Figure 1. Placement density heat map.
Drawn at 4 px/um. 8 x 8 tiles, from white (low) to dark blue (high), 0 to 100% covered.
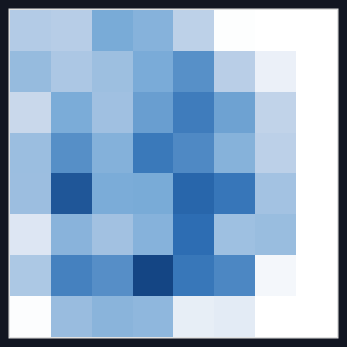
Figure 2. Routed clock nets over the placement.
Drawn at 4 px/um.
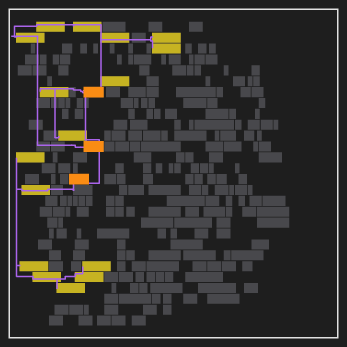
Figure 3. The metal 3 layer.
Drawn at 6 px/um. Cells faint in the background.
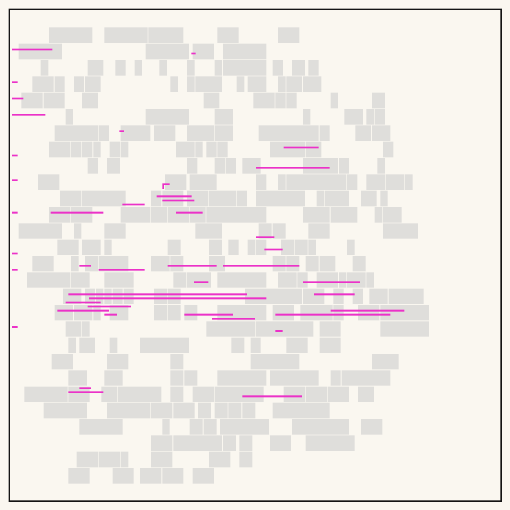
Figure 4. The metal 1 layer.
Drawn at 3 px/um. Supply wires on this layer in gray.
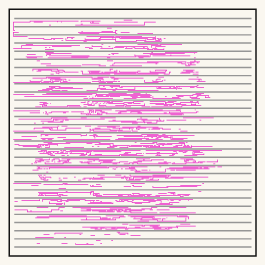
[src/rtl/arb_pkg.sv]
// Shared definitions for the round-robin arbiter: FSM state encoding and default sizing.
package arb_pkg;

  localparam int ARB_N        = 8;
  localparam int ARB_IDX_W    = 3;
  localparam int ARB_MAX_HOLD = 16;

  typedef enum logic {
    IDLE = 1'b0,
    BUSY = 1'b1
  } arb_state_t;

endpackage

[src/rtl/rr_pick8.sv]
// Combinational circular-priority picker: first set req bit at or after start, wrapping N-1 -> 0.
module rr_pick8
  import arb_pkg::*;
#(
  parameter int N     = ARB_N,
  parameter int IDX_W = ARB_IDX_W
) (
  input  logic [N-1:0]     req,
  input  logic [IDX_W-1:0] start,
  output logic [N-1:0]     onehot,
  output logic [IDX_W-1:0] idx,
  output logic             any
);

  logic             found;
  logic [IDX_W-1:0] pos;

  // pos wraps naturally because N is exactly 2**IDX_W.
  always_comb begin
    onehot = '0;
    idx    = '0;
    found  = 1'b0;
    pos    = start;
    for (int i = 0; i < N; i++) begin
      pos = start + IDX_W'(i);
      if (!found && req[pos]) begin
        found       = 1'b1;
        idx         = pos;
        onehot[pos] = 1'b1;
      end
    end
  end

  assign any = |req;

endmodule

[src/rtl/rr_arbiter8.sv]
// Round-robin arbiter with registered one-hot grant, index and valid.
// Optional grant tenure limit with preemption when RR_ARBITER8_TIMEOUT_EN is defined.
module rr_arbiter8
  import arb_pkg::*;
#(
  parameter int N        = ARB_N,
  parameter int IDX_W    = ARB_IDX_W,
  parameter int MAX_HOLD = ARB_MAX_HOLD
) (
  input  logic             clk,
  input  logic             rst,
  input  logic [N-1:0]     req,
  output logic [N-1:0]     gnt,
  output logic [IDX_W-1:0] gnt_idx,
  output logic             gnt_valid,
  output logic             preempt,
  output logic             dbg_state,
  output logic [IDX_W-1:0] dbg_ptr
);

  if (N < 2 || N > 8 || (1 << IDX_W) != N || MAX_HOLD < 2 || MAX_HOLD > 255) begin : g_bad_params
    $error("rr_arbiter8: illegal parameter combination");
  end

  // Handshake: a requester keeps req[i] high while it wants the resource;
  // gnt[i] is its registered go-ahead, dropped on the edge that samples req[i] low.

  arb_state_t       state_q, state_d;
  logic [IDX_W-1:0] ptr_q, ptr_d;
  logic [N-1:0]     gnt_q, gnt_d;
  logic [IDX_W-1:0] idx_q, idx_d;
  logic             valid_q, valid_d;
  logic             grant_now;

  logic [N-1:0]     pick_req;
  logic [N-1:0]     win_oh;
  logic [IDX_W-1:0] win_idx;
  logic             win_any;

`ifdef RR_ARBITER8_TIMEOUT_EN
  logic [7:0] hold_q, hold_d;
  logic       pre_q, pre_d;
  logic       hold_expired;

  assign hold_expired = (hold_q == 8'(MAX_HOLD - 1));
`endif

  // ptr always sits at holder+1 while BUSY, so one search start serves both
  // the idle case and the "search from h+1" case. Masking the holder keeps it
  // last in line when it is preempted.
  assign pick_req = req & ~gnt_q;

  rr_pick8 #(
    .N    (N),
    .IDX_W(IDX_W)
  ) u_pick (
    .req   (pick_req),
    .start (ptr_q),
    .onehot(win_oh),
    .idx   (win_idx),
    .any   (win_any)
  );

  always_comb begin
    state_d   = state_q;
    ptr_d     = ptr_q;
    gnt_d     = gnt_q;
    idx_d     = idx_q;
    valid_d   = valid_q;
    grant_now = 1'b0;
`ifdef RR_ARBITER8_TIMEOUT_EN
    hold_d    = hold_q;
    pre_d     = 1'b0;
`endif

    case (state_q)
      IDLE: begin
        grant_now = win_any;
      end
      BUSY: begin
        if (!req[idx_q]) begin
          if (win_any) begin
            grant_now = 1'b1;
          end else begin
            state_d = IDLE;
            gnt_d   = '0;
            valid_d = 1'b0;
          end
        end
`ifdef RR_ARBITER8_TIMEOUT_EN
        else if (hold_expired) begin
          if (win_any) begin
            grant_now = 1'b1;
            pre_d     = 1'b1;
          end else begin
            hold_d = '0;
          end
        end else begin
          hold_d = hold_q + 8'd1;
        end
`endif
      end
      default: begin
        state_d = IDLE;
        gnt_d   = '0;
        valid_d = 1'b0;
      end
    endcase

    if (grant_now) begin
      state_d = BUSY;
      gnt_d   = win_oh;
      idx_d   = win_idx;
      valid_d = 1'b1;
      ptr_d   = win_idx + IDX_W'(1);
`ifdef RR_ARBITER8_TIMEOUT_EN
      hold_d  = '0;
`endif
    end
  end

  always_ff @(posedge clk) begin
    if (rst) begin
      state_q <= IDLE;
      ptr_q   <= '0;
      gnt_q   <= '0;
      idx_q   <= '0;
      valid_q <= 1'b0;
`ifdef RR_ARBITER8_TIMEOUT_EN
      hold_q  <= '0;
      pre_q   <= 1'b0;
`endif
    end else begin
      state_q <= state_d;
      ptr_q   <= ptr_d;
      gnt_q   <= gnt_d;
      idx_q   <= idx_d;
      valid_q <= valid_d;
`ifdef RR_ARBITER8_TIMEOUT_EN
      hold_q  <= hold_d;
      pre_q   <= pre_d;
`endif
    end
  end

  assign gnt       = gnt_q;
  assign gnt_idx   = idx_q;
  assign gnt_valid = valid_q;
  assign dbg_state = state_q;
  assign dbg_ptr   = ptr_q;

`ifdef RR_ARBITER8_TIMEOUT_EN
  assign preempt = pre_q;
`else
  assign preempt = 1'b0;
`endif

endmodule

[config.mk]
export PLATFORM = sky130hd
export DESIGN_NAME = rr_arbiter8
export DESIGN_NICKNAME = d
export VERILOG_FILES = /design/src/rtl/arb_pkg.sv /design/src/rtl/rr_pick8.sv /design/src/rtl/rr_arbiter8.sv
export SDC_FILE = /design/constraint.sdc
export NUM_CORES = 1
export LEC_CHECK = 0
export CORE_UTILIZATION = 35
export DETAILED_ROUTE_END_ITERATION = 10
export PLACE_DENSITY = 0.52
export SYNTH_ARGS = -nofsm -noshare
export SYNTH_HDL_FRONTEND = slang
export SYNTH_SLANG_ARGS = --single-unit
[constraint.sdc]
create_clock -name clk -period 11.4 [get_ports clk]
set_input_delay 2.28 -clock clk [delete_from_list [all_inputs] [get_ports clk]]
set_output_delay 2.28 -clock clk [all_outputs]
set_load 0.02 [all_outputs]
==> out/qor.csv <==
stage;metric;value;unit
setup_path;critical-path cell list;clkdlybuf4s50_1 > nor2b_1 > mux4_1 > mux2_4 > or3_1 > nor3_4 > a221oi_1 > a22oi_1 > ha_1 > a21oi_1 > o311a_1 > a211o_1;
sta;f_max;180.6;MHz
placement;global placement routability congestion;0.8700;
run;max-cap viol count;0;
yosys;Registers, synthesis;16;
sta;Setup TNS;0;ns
clocking;clock tree buffer depth;2;
pwr;NetSw;432.2;uW
sta;unrepaired setup endpoints after global routing;false;
run;Tool Warnings;30;
global_routing;pin count of the biggest net entering global routing;25;
route;DRT iter0 DRCs;216;
setup_path;Crit. End Element;flop;
finish;Fill cells;618;
clocking;hold buffers post-CTS;0;
setup_path;internal reg-to-reg setup slack;6.97;ns
yosys;Mapped Area;0.002225;mm2
setup_path;RR Startpoint;dbg_ptr[2]$_SDFFE_PP0P_;
clocking;CTS root buf;clkbuf_8;
floorplan;Top Ports;27;
pwr;Pleak;0.9431;nW
finish;Area growth, synth to finish;15.41;%
global_routing;total congestion overflow;0;
min_path;Min-Delay Path Class;reg2reg;
clocking;post-CTS setup buffers;0;
clocking;CTS sink count;16;
finish;Final #Nets;273;
setup_path;number of cells on the worst reg-to-reg path;13;
yosys;Commonest flop;dfxtp_1;
yosys;synthesis area per yosys;0.002225;mm2
min_path;hold path depth;2;
clocking;Reg clk slew, reported paths;0.07;ns
setup_path;Top delay family on crit path;simple AND/OR/NAND/NOR gates;
setup_path;Worst R2R End;dbg_ptr[2]$_SDFFE_PP0P_;
yosys;Adder Area Share;0.03937;
clocking;CTS tree;yes;
sta;Setup violations, final;0;
yosys;Synthesis Warnings;0;
pwr;Sequential Power Share;0.130;
route;drt drc;0;
setup_path;largest stage delay on the critical path;0.54;ns
pwr;Pwr Density;312.9;mW/mm2
min_path;Worst Hold Path EP;gnt_valid$_SDFFE_PP0P_;
setup_path;Startpoint Class;input port;
sta;fin crit share;0.4857;
yosys;area fraction in mux cells;0.2655;
yosys;Post-Syn Nets;253;
global_routing;global-route wire length before repair;11500;um
pwr;Pwr top;combinational cells;
clocking;H-tree depth;1;
sta;Final Hold Fails;0;
yosys;aoi/oai-family share of the synthesized area;0.2750;
yosys;most frequent cells after synthesis;17 x nand2_1, 16 x dfxtp_1, 13 x a21oi_1, 13 x mux4_2;
global_routing;vias in the first global route;2081;
setup_path;crit path DRT;11.55;ns
finish;most frequent cells in the layout;25 x clkdlybuf4s50_1, 17 x nand2_1, 16 x dfxtp_1, 13 x mux4_2, 13 x a21oi_1;
min_path;HP Start;gnt_valid$_SDFFE_PP0P_;
outcome;status;finished clean;
sta;fin. max-slew vios;0;
yosys;top cells, area;dfxtp_1 14%, mux4_2 13%, mux2i_1 4.9%;
floorplan;Chip Height;81.73;um
setup_path;kind of critical path;in2reg;
yosys;syn avg cell area;9.426;um2
floorplan;die width;81.73;um
sta;min cycle time layout;5.537;ns
yosys;Async S/R FF share, synth;0;
setup_path;CP bufs+invs;1;
global_routing;initial antenna violation count;0;
yosys;post-synth cell types;69;
yosys;dominant kind of combinational cell;AND-OR/OR-AND gates;
finish;n_diodes;0;
pwr;switch share;0.5379;
clocking;CTS buffer count;3;
pwr;Comb group;648;uW
route;WL per Instance;20.98;um
pwr;worst vdd ir;0.1173;mV
route;via-per-instance ratio;6.388;
sta;slew of the pin with the lowest slew margin;0.9373;ns
floorplan;# rows;28;
placement;PortBufs;25;
setup_path;Arr. time, crit path;5.68;ns
yosys;leading area contributor after synthesis;dfxtp_1;
yosys;Post-synth EDFFs;0;
setup_path;worst-path fanout max;9;
route;antenna-violating nets left;0;
sta;Max-slew headroom;0.3751;
floorplan;die area;0.006679;mm2
yosys;cells after synthesis;236;
route;DR pass1 iterations;6;
yosys;Synth Seq Share;0.1440;
finish;highest-count logic cell in the final layout;clkdlybuf4s50_1;
pwr;sequential cell power;105;uW
global_routing;GRT Overall Usage;0.2317;
placement;DP Wirelength;5544;um
clocking;CTS resizes;0;
yosys;Top-area cell share;0.1440;
yosys;simple share;0.2047;
yosys;# Cells Yosys;236;
pwr;Power Internal;371.3;uW
yosys;Synth top cell by count;nand2_1;
pwr;Comb power frac;0.807;
setup_path;Slowest-stage cell, CP;mux4_1;
yosys;xor/xnor share;0.02250;
finish;share of cells above drive strength 1;0.1490;
-- Figure 1 (at the start) --
fullest tile: 92%
mean over tiles: 37%
emptiest ninth of the die: north-east
tiles over 75% full: 6.2%
nearly empty tiles: 19%
densest ninth of the die: center
fp util: 0.3692
CORE AREA: 0.006026 mm2
fin util: 0.4261

-- Figure 2 (at the start) --
[orange] clock-net drivers | count: 3
[yellow] flip-flops | count: 16
[purple] clock wires | length: 244 um
routed clock nets: 4
clock share of power: 0.063
clock skew: 0.004339 ns
P_clk: 50.8 uW
Clock Latency Late Sink: 0.25 ns

-- Figure 3 (at the start) --
main direction: horizontal
wire length on this layer: 261 um
share of all routed wire: 3.8%
nets with wire on the layer: 34
longest straight run: 29.4 um
GR Util met3: 0.01667
Routed WL: 6922 um
via count: 2108

-- Figure 4 (at the start) --
share of all routed wire: 46%
nets with wire on the layer: 252
longest straight run: 25.8 um
wire length on this layer: 3180 um
met1 GRT Util: 0.3254

## worst max-delay path by stage
stage / startpoint / to / slack (ns) / cells after the start
after detailed placement: req[7] / dbg_ptr[2]$_SDFFE_PP0P_ / 5.61 / 12
after floorplan: req[5] / dbg_ptr[2]$_SDFFE_PP0P_ / 6.44 / 12
after global routing: req[4] / dbg_ptr[2]$_SDFFE_PP0P_ / 5.57 / 12
after CTS: req[7] / dbg_ptr[2]$_SDFFE_PP0P_ / 5.88 / 12
after global placement: req[5] / dbg_ptr[2]$_SDFFE_PP0P_ / 5.61 / 12
final: req[7] / dbg_ptr[2]$_SDFFE_PP0P_ / 5.86 / 12
## stage by stage
stage	total power [mW]	setup slack (ns)	cells	area [um2]	hold WS (ns)
final	0.8035	5.863	330	2567	0.5055
after global routing	0.8691	5.565	330	2567	0.5463
after CTS	0.8005	5.878	330	2567	0.5089
after detailed placement	0.7466	5.611	326	2512	0.4893
after global placement	0.7614	5.606	326	2512	0.5019
after floorplan	0.5941	6.445	236	2225	0.5802
## cell type report
class	count	area, um2	area share
Multi-Input combinational cell	199	1799	0.7008
Sequential cell	16	320.3	0.1248
Timing Repair Buffer	27	265.3	0.1033
Tap cell	75	93.84	0.03655
Clock buffer	4	55.05	0.02144
Inverter	9	33.78	0.01316
## per-layer routing
| metal | global-route usage | wire [um] | vias up |
|---|---|---|---|
| met4 | 0.05263 | 97 | 0 |
| met1 | 0.3254 | 3181 | 1027 |
| li1 | - | - | 1000 |
| met2 | 0.3843 | 3381 | 72 |
| met5 | 0 | 0 | - |
| met3 | 0.01667 | 261 | 9 |
## sequential cells by signal, indices dropped and copies added (netlist names)
register	flops
dbg_ptr	3
gnt_valid	1
dbg_state	1
gnt_idx	3
gnt	8
Power and IR drop assume default switching activity.
